**Clock wires, drivers and flops**

The bar under the picture is 20 µm long.
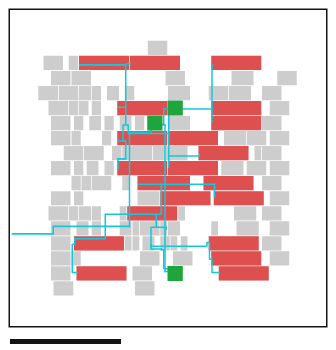
**Cell placement**

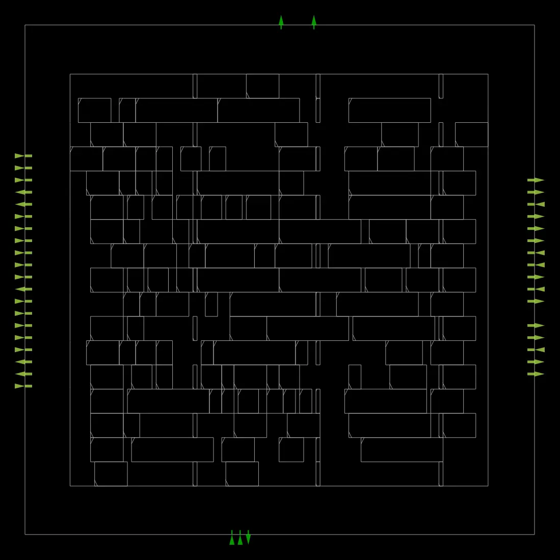
**Register map, names as in the netlist**

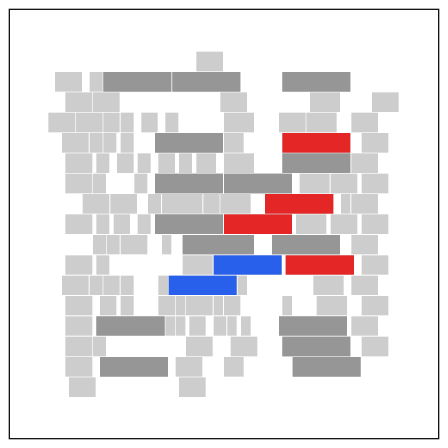
**Routed metal, one colour a layer**

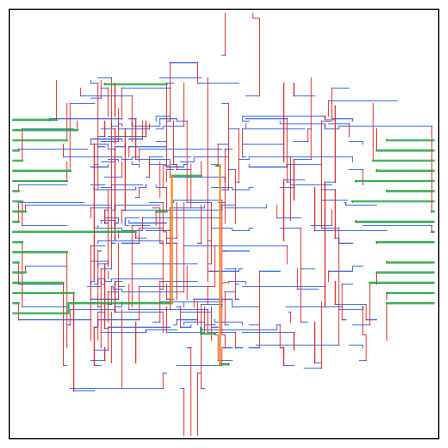
**The metal 3 layer**

The bar under the picture is 20 µm long.
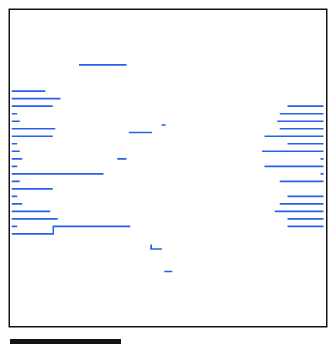
Design lmc_ram_arbiter, sky130hd; sources not shown.
==> impl_metrics.csv <==
group,metric,value,unit
worst_setup_path,cp_top_family,"buffers and inverters",
timing,maxSlewViolCount,0,
clock_tree,cts_setup_buffers,0,
cells_and_area,mi_logic_area,322.8,µm²
global_route,grt_pass1_wl,3.594,mm
synthesis,area_leaders,"dfrtp_1, mux2_2, a31oi_1",
drt,drtAntennaViolNets,0,
synthesis,top_logic_kind,"AND-OR/OR-AND gates",
worst_setup_path,cp.required,1.71,ns
synthesis,synthCells,77,
cells_and_area,clkCellAreaFrac,1.943,%
pwr,p_leak,0.5573,nW
synthesis,ys_cells,77,
global_route,track_usage,14.09,%
worst_setup_path,path_buffers,1,
drt,vias_per_cell,5.134,
drt,drtIter0Drc,3,
synthesis,ys_area,890.9,µm²
cells_and_area,layout-drive-gt1-share,14.05,%
global_route,grt_start_max_net_pins,22,
timing,grt_setup_unrepaired,"no",
synthesis,post_synth.cell_area_avg,11.57,µm²
cells_and_area,layout.nonclk_buf_share,31.82,%
global_route,first_global_vias,804,
cells_and_area,n_all_buffers,44,
clock_tree,hold_buffers,0,
timing,finalCritPeriodShare,91.62,%
synthesis,ys_sh_aoi,13.90,%
cells_and_area,largest_cell_class,"registers",
cells_and_area,multi_input_comb_cells,49,
timing,tightest_slew,0.7427,ns
floorplanning,die_area,3271,µm²
worst_setup_path,rrSetupSlack,0.48,ns
timing,relSlewSlack,50.43,%
synthesis,muxShareOfSynthArea,11.80,%
timing,fmax,0.5745,GHz
worst_setup_path,cpPeakStageDelay,0.63,ns
clock_tree,cts_tree,"done",
synthesis,flop_cell,"dfrtp_1",
cells_and_area,area_delta_synth_final,51.83,%
worst_setup_path,criticalPathCategory,"register to output pin",
clock_tree,clockRootBuffer,"clkbuf_4",
floorplanning,nWellTaps,28,
clock_tree,h-tree-depth,1,
flow_run,warnings,26,
synthesis,ys_types,22,
timing,finalSetupViolations,0,
run_status,status,"completed",
clock_tree,clockBufferDepth,2,
placed_design,gp_congestion,0.8154,
worst_setup_path,cp_cell_sequence,"clkdlybuf4s50_1",
floorplanning,rows,17,
synthesis,synth-adder-area-share,0,%
synthesis,synth_top_area_share,56.18,%
placed_design,post-dp-hpwl,1.629,mm
min_path,hp-class,"input port to asynchronous set/reset pin",
placed_design,port_buffers,40,
pwr,powerDensity,1682,nW/µm²
cells_and_area,diodes,0,
worst_setup_path,endpoint_kind,"output pin",
timing,setup_slack,0.1592,ns
synthesis,yosysWarnings,0,
synthesis,ys_sh_simple,10.53,%
floorplanning,io_pins,41,
pwr,vdd_drop_max,0.9428,mV
floorplanning,fp_util,41.06,%
timing,period_needed,1.741,ns
global_route,antenna_found_initial,0,
worst_setup_path,setup.worst_path.start_class,"register",
synthesis,netlist_area,890.9,µm²
worst_setup_path,cp_max_fo,8,
synthesis,top_area_cell,"dfrtp_1",
global_route,grt_overflow,0,
worst_setup_path,cpMaxStageDelayCell,"clkdlybuf4s50_1",
worst_setup_path,reg2reg_depth,4,
synthesis,numSynthFlops,21,
drt,dr.pass1.iters,4,
floorplanning,fp.dieW,57.19,µm
drt,remaining_drc_errors,0,
clock_tree,cts_sinks,21,
cells_and_area,nNonClkInverters,3,
clock_tree,cts-buffers-inserted,3,
timing,hold_viol,0,
synthesis,synth-edff-count,0,
floorplanning,core,2170,µm²
synthesis,ys_seq_share,59.13,%
worst_setup_path,cp.depth,1,
cells_and_area,clock_buffers,4,
cells_and_area,ff_count,21,
synthesis,synthTopCellsByCount,"dfrtp_1, mux2_2, a31oi_1, nand3_1, o21ai_0",
worst_setup_path,worstPathArrival,1.55,ns
flow_run,cap_violations,0,
placed_design,post-place-ws,0.2573,ns
cells_and_area,sh_comb_area,23.87,%
synthesis,fp_nets,99,
Notes on 'clock wires, drivers and flops' above:
Key: red = flip-flops [count 21]; cyan = clock wires [length 240 µm]; green = cells driving clock nets [count 3]
There are 4 routed clock nets.
clk pwr: 0.209 mW
share of total power in the clock network: 9.2%
worst-case clock skew: 0.003877 ns
Latency at later pin: 0.30 ns

Notes on 'cell placement' above:
final core occ: 62.34%
Filler cells: 205

Notes on 'register map, names as in the netlist' above:
Key: red = a_rdata [placed flops 4]; blue = state [placed flops 2]
Seq/total area: 38.95%
sequential cell power: 0.814 mW
flip-flop and latch area: 526.8 µm²

Notes on 'routed metal, one colour a layer' above:
Key: green = met3 [wire length 234 µm]; red = met2 [wire length 953 µm]; orange = met4 [wire length 43.5 µm]; blue = met1 [wire length 878 µm]
Total Wirelength: 2.108 mm
Routed WL per cell: 14.15 µm

Notes on 'the metal 3 layer' above:
The wires run mostly horizontal. The layer holds 11% of the routed length.
grt met3 use: 5.882%
via count: 765

==> per-layer routing <==
metal | up-vias | global-route usage [%] | share of wire (%)
li1 | 361 | - | -
met1 | 356 | 16.52 | 42
met2 | 44 | 21.86 | 45
met3 | 4 | 5.882 | 11
met4 | 0 | 7.616 | 2.0
met5 | - | 0 | 0
==> metrics by stage <==
step | power [mW] | hold slack, ns | cell area [µm²] | utilization [%] | std cells
4_1_cts | 2.300 | 0.3332 | 1353 | 62.34 | 149
2_1_floorplan | 1.526 | 0.1658 | 890.9 | - | 77
5_1_grt | 2.427 | 0.3853 | 1353 | 62.34 | 149
3_5_place_dp | 2.090 | 0.4949 | 1326 | 61.13 | 145
3_3_place_gp | 2.056 | 0.4890 | 1326 | 61.13 | 145
6_report | 2.275 | 0.3103 | 1353 | 62.34 | 149
==> power by group <==
group / internal [mW] / total [mW] / switching [mW] / leakage (nW)
Sequential: 0.678 / 0.814 / 0.137 / 0.247
Combinational: 0.642 / 1.25 / 0.610 / 0.295
Clock: 0.0818 / 0.209 / 0.127 / 0.0150
==> cell families after synthesis <==
kind of cell	Yosys count
flops	21
buf+inv	7
simple gates	18
mux	9
compound gates	22
==> cell usage in the layout (no fill, tap or decap) <==
cell / n
clkdlybuf4s50_1: 40
dfrtp_1: 20
mux2_2: 8
nand3_1: 7
o21ai_0: 7
a31oi_1: 7
a21oi_1: 6
nor2_1: 3
clkbuf_1: 3
clkbuf_4: 3
buf_6: 2
nand2_1: 2
inv_1: 2
and2_0: 1
inv_2: 1
o21ba_1: 1
and2_1: 1
mux2_4: 1
or2_1: 1
o21ai_1: 1
nor2b_1: 1
nor3_2: 1
nor3_1: 1
dfstp_2: 1
Power and IR drop assume default switching activity.
